Run 1, metal 1:
Supply wires on this layer in grey.
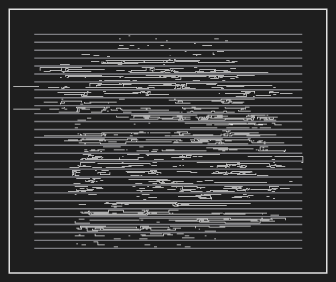
Run 1, metal 2:
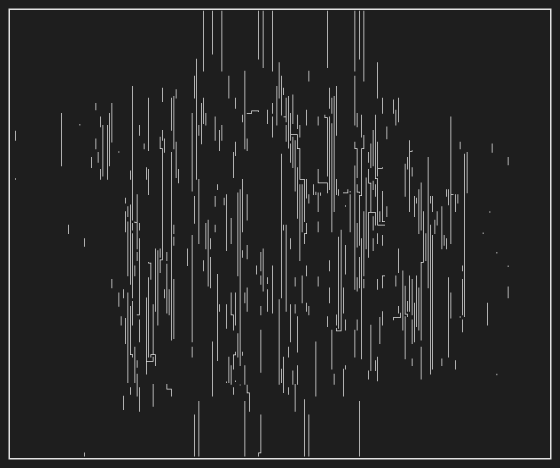
Run 1, the metal 3 layer:
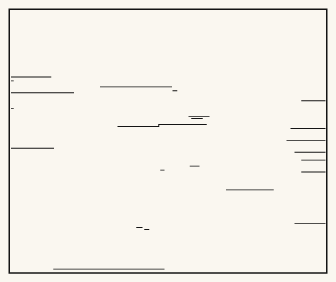
### src/rtl/div_result_bcd.sv
// div_result_bcd
// Sequential binary-to-BCD converter placed after the array divider.
// Accepts one quotient/remainder pair over a valid/ready handshake, converts
// both values in parallel with shift-and-add-3 (one bit per clock) and holds
// the packed BCD results on a registered valid/ready output.
//
// Optional feature macro: DIV_BCD_LEADING_BLANK_EN
//   When defined, leading zero digits above the most significant nonzero digit
//   are replaced with 4'hF (blank code). Digit 0 is never blanked.
//
// Ports:
//   clk        clock, all state updates on rising edge
//   rst        synchronous active-high reset
//   in_valid   Q/R valid this cycle
//   in_ready   block can accept a pair (registered)
//   Q, R       unsigned quotient / remainder, width bits
//   out_valid  Q_bcd/R_bcd hold a finished result (registered)
//   out_ready  consumer takes the result
//   Q_bcd      packed BCD of captured Q, digit 0 in [3:0]
//   R_bcd      packed BCD of captured R, digit 0 in [3:0]
module div_result_bcd #(
  parameter int unsigned width = 4,
  localparam int unsigned DIGITS = (width + 2) / 3
) (
  input  logic                  clk,
  input  logic                  rst,
  input  logic                  in_valid,
  output logic                  in_ready,
  input  logic [width-1:0]      Q,
  input  logic [width-1:0]      R,
  output logic                  out_valid,
  input  logic                  out_ready,
  output logic [4*DIGITS-1:0]   Q_bcd,
  output logic [4*DIGITS-1:0]   R_bcd
);

  localparam int unsigned BW = 4 * DIGITS;
  localparam int unsigned CW = $clog2(width + 1);

  typedef enum logic [1:0] {
    IDLE  = 2'd0,
    SHIFT = 2'd1,
    DONE  = 2'd2
  } state_t;

  state_t state, state_n;

  logic [width-1:0]  q_sr, r_sr;
  logic [BW-1:0]     q_acc, r_acc;
  logic [CW-1:0]     cnt;
  logic              accept, last;

  logic [BW-1:0]       q_adj, r_adj;
  logic [BW+width-1:0] q_cat, r_cat;
  logic [BW-1:0]       q_res, r_res;

  // Add 3 to every digit that is 5 or more; no carry between digits.
  function automatic logic [BW-1:0] adj3(input logic [BW-1:0] v);
    logic [3:0] d;
    adj3 = v;
    for (int i = 0; i < int'(DIGITS); i++) begin
      d = v[4*i +: 4];
      if (d >= 4'd5) adj3[4*i +: 4] = d + 4'd3;
    end
  endfunction

`ifdef DIV_BCD_LEADING_BLANK_EN
  // Replace leading zero digits with the blank code, keeping digit 0.
  function automatic logic [BW-1:0] blank(input logic [BW-1:0] v);
    logic lead;
    lead  = 1'b1;
    blank = v;
    for (int i = int'(DIGITS) - 1; i >= 1; i--) begin
      if (lead && (v[4*i +: 4] == 4'd0)) blank[4*i +: 4] = 4'hF;
      else                               lead = 1'b0;
    end
  endfunction
`endif

  // Next-state and control decode
  always_comb begin
    state_n = state;
    accept  = 1'b0;
    last    = 1'b0;
    case (state)
      IDLE: begin
        if (in_valid) begin
          accept  = 1'b1;
          state_n = SHIFT;
        end
      end
      SHIFT: begin
        if (cnt == CW'(width - 1)) begin
          last    = 1'b1;
          state_n = DONE;
        end
      end
      DONE: begin
        if (out_ready) state_n = IDLE;
      end
      default: state_n = IDLE;
    endcase
  end

  // State register with registered handshake outputs
  always_ff @(posedge clk) begin
    if (rst) begin
      state     <= IDLE;
      in_ready  <= 1'b1;
      out_valid <= 1'b0;
    end else begin
      state     <= state_n;
      in_ready  <= (state_n == IDLE);
      out_valid <= (state_n == DONE);
    end
  end

  // One double-dabble step: adjust then shift {accumulator, binary} left
  always_comb begin
    q_adj = adj3(q_acc);
    r_adj = adj3(r_acc);
    q_cat = {q_adj, q_sr} << 1;
    r_cat = {r_adj, r_sr} << 1;
`ifdef DIV_BCD_LEADING_BLANK_EN
    q_res = blank(q_cat[BW+width-1:width]);
    r_res = blank(r_cat[BW+width-1:width]);
`else
    q_res = q_cat[BW+width-1:width];
    r_res = r_cat[BW+width-1:width];
`endif
  end

  // Conversion datapath and result registers
  always_ff @(posedge clk) begin
    if (rst) begin
      q_sr  <= '0;
      r_sr  <= '0;
      q_acc <= '0;
      r_acc <= '0;
      cnt   <= '0;
      Q_bcd <= '0;
      R_bcd <= '0;
    end else if (accept) begin
      q_sr  <= Q;
      r_sr  <= R;
      q_acc <= '0;
      r_acc <= '0;
      cnt   <= '0;
    end else if (state == SHIFT) begin
      q_sr  <= q_cat[width-1:0];
      r_sr  <= r_cat[width-1:0];
      q_acc <= q_cat[BW+width-1:width];
      r_acc <= r_cat[BW+width-1:width];
      cnt   <= cnt + CW'(1);
      if (last) begin
        Q_bcd <= q_res;
        R_bcd <= r_res;
      end
    end
  end

endmodule

### config.mk
export PLATFORM = sky130hd
export DESIGN_NAME = div_result_bcd
export DESIGN_NICKNAME = d
export VERILOG_FILES = /design/src/rtl/div_result_bcd.sv
export SDC_FILE = /design/constraint.sdc
export NUM_CORES = 1
export LEC_CHECK = 0
export CORE_ASPECT_RATIO = 0.8
export CORE_MARGIN = 8
export CORE_UTILIZATION = 30
export DETAILED_ROUTE_END_ITERATION = 12
export GPL_TIMING_DRIVEN = 0
export PLACE_DENSITY = 0.47
export SYNTH_ARGS = -nofsm -noshare
export SYNTH_HDL_FRONTEND = slang
export SYNTH_SLANG_ARGS = --single-unit
### constraint.sdc
create_clock -name clk -period 2.24 [get_ports clk]
set_input_delay 0.224 -clock clk [delete_from_list [all_inputs] [get_ports clk]]
set_output_delay 0.224 -clock clk [all_outputs]
set_load 0.01 [all_outputs]
==> flow_summary.toml, run 1 <==
# yosys + openroad results
[finish]
layout_top_cells = "47 x dfxtp_1, 28 x clkdlybuf4s50_1, 27 x a21oi_1"
seqCellArea_um2 = 941

[setup_path]
path_class = "in -> reg"
critPathMaxStageDelay_ns = 0.60
path_buffers = 1
cp.required_ns = 2.42
cp-startpoint = "in_valid"
critical_path_arrival_ns = 2.07
start_kind = "primary input"
cp-endpoint = "q_acc[5]$_SDFFE_PP0P_"

[floorplanning]
row_count = 27
die.size.y_um = 90.0
dieArea_um2 = 9750

[power]
pwr-share-seq_pct = 57.0
power_density_nw_per_um2 = 602
p_int_mw = 1.13

[synth]
ys.flop_type = "dfxtp_1"
async_flop_share_pct = 0
ys_sh_xor_pct = 1.71
synthCells = 237
yosys.area.top_type_share_pct = 45.9
yosys_warnings = 0
synth.largest_area_cell = "dfxtp_1"
ys_sh_adder_pct = 6.10

[min_path]
hold_start = "q_sr[2]$_SDFFE_PP0P_"
min_path_cells = 2

[drt]
drtPass1Iterations = 4
drt_iter0_drc = 61
antenna_left = 0
wl_per_cell_um = 14.7

[global_route]
grt_max_degree = 15
antenna_found_initial = 0
grt_usage_pct = 11.0

[final_timing]
worstMarginPinSlew_ns = 0.724
slew_headroom_pct = 51.6
final.setup.worst_slack_ns = 0.353
hold_violations = 0
hold_slack_ns = 0.461
skew_ns = 0.00316

[place]
port_buffers = 28

[run]
maxCapViolCount = 0

[clock_tree]
cts_tree = "done"
path_clk_slew_ns = 0.09

[outcome]
status = "complete, no violations"
About 'metal 1':
main direction: horizontal
share of all routed wire: 52%
longest straight run: 31.3 um
nets with wire on the layer: 269
wire length on this layer: 2720 um

About 'metal 2':
wire length on this layer: 2270 um
main direction: vertical

About 'the metal 3 layer':
main direction: horizontal
wire length on this layer: 249 um
met3 GRT Util: 3.00%
via count: 1719
final WL: 5290 um

## run 1: kinds of logic (layout without fill, tap and decap cells)
logic type,after synthesis,after routing
AOI/OAI and AO/OA,64,64
xor gates and xnor gates,4,4
adders and majority gates,10,10
buffers and inverters,22,58
DFF,47,47
muxes,5,5
and+or+nand+nor,85,85
## run 1: area by class of cell
| class | instances | area share [%] |
|---|---|---|
| multi-input combinational | 168 | 40.2 |
| clock buffer | 5 | 2.73 |
| timing repair buffer | 28 | 11.1 |
| tap | 87 | 4.31 |
| inverter | 9 | 1.34 |
| sequential | 47 | 37.3 |
| clock inverter | 3 | 0.595 |
| buffer | 13 | 2.48 |
==> run 2: changes to the inputs <==
--- a/config.mk
+++ b/config.mk
@@ -10,7 +10,7 @@
 export CORE_UTILIZATION = 30
 export DETAILED_ROUTE_END_ITERATION = 12
 export GPL_TIMING_DRIVEN = 0
-export PLACE_DENSITY = 0.47
+export PLACE_DENSITY = 0.49
 export SYNTH_ARGS = -nofsm -noshare
 export SYNTH_HDL_FRONTEND = slang
 export SYNTH_SLANG_ARGS = --single-unit
==> constraint.sdc (replaced) <==
create_clock -name clk -period 1.65 [get_ports clk]
set_input_delay 0.165 -clock clk [delete_from_list [all_inputs] [get_ports clk]]
set_output_delay 0.165 -clock clk [all_outputs]
set_load 0.01 [all_outputs]
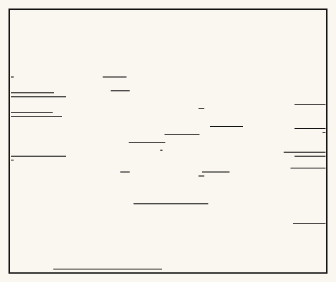
Run 2: the metal 3 layer
wire length on this layer: 280 um
longest straight run: 37.0 um

==> flow_summary.toml, run 2 <==
# yosys + openroad results
[final_timing]
hold_slack_ns = 0.407
final.setup.worst_slack_ns = 0.0941
slew_headroom_pct = 59.5
worstMarginPinSlew_ns = 0.608

[synth]
yosys_warnings = 0
yosys.area.top_type_share_pct = 45.9
ys.flop_type = "dfxtp_1"
ys_sh_adder_pct = 6.10
synthCells = 237
ys_sh_xor_pct = 1.71
synth.largest_area_cell = "dfxtp_1"

[place]
port_buffers = 28
dp_worst_setup_slack_ns = -0.449

[outcome]
status = "complete, no violations"

[global_route]
antenna_found_initial = 0
grt_usage_pct = 10.8
grt_max_degree = 14

[power]
power_density_nw_per_um2 = 826
p_int_mw = 1.62

[drt]
vias = 1725
wl_per_cell_um = 14.3
antenna_left = 0
wl_um = 5140
drtPass1Iterations = 4
drt_iter0_drc = 111

[setup_path]
path_buffers = 1
critPathMaxStageDelay_ns = 0.38
cp-endpoint = "r_acc[6]$_SDFFE_PP0P_"
start_kind = "register"
critical_path_arrival_ns = 1.78
cp-startpoint = "r_acc[4]$_SDFFE_PP0P_"
cp.required_ns = 1.88

[finish]
layout_top_cells = "44 x dfxtp_1, 28 x clkdlybuf4s50_1, 24 x nand2_1"

[clock_tree]
path_clk_slew_ns = 0.09
cts_tree = "done"

[floorplanning]
dieArea_um2 = 9750
row_count = 27
die.size.y_um = 90.0

[run]
maxCapViolCount = 0

[min_path]
min_path_cells = 3
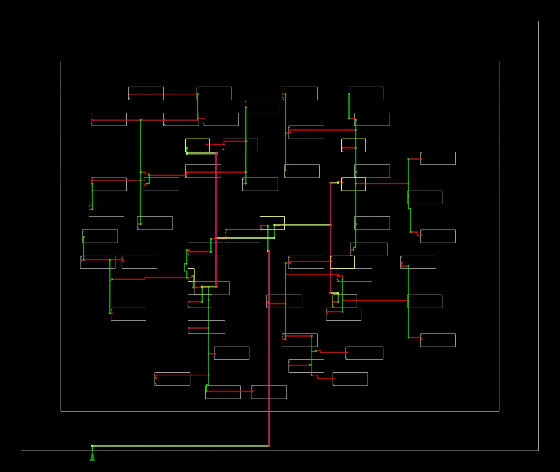
Run 2: clock wiring as the flow saved it
flip-flops: 47
clock skew: 0.00568 ns
P_clk: 0.773 mW
clkbuf count: 8
Sink Count: 47

==> run 2: cell counts after synthesis <==
No cell type changed its count.
==> run 2: stage by stage <==
| step | area (um2) | TNS [ns] | power [mW] |
|---|---|---|---|
| detailed placement | 2440 | -8.53 | 1.40 |
| global placement | 2440 | -8.41 | 1.40 |
| global route | 2600 | -0.0128 | 2.24 |
| finish | 2600 | 0 | 2.15 |
| floorplan | 2050 | 0 | 1.32 |
| CTS | 2550 | 0 | 2.17 |
==> run 2: layout make-up <==
type,instances,area (um2)
fill,705,4160
multi-input combinational,168,1070
sequential,47,945
timing repair buffer,28,280
tap,87,109
clock buffer,8,100
buffer,12,60.1
inverter,9,33.8
Power and IR drop assume default switching activity.
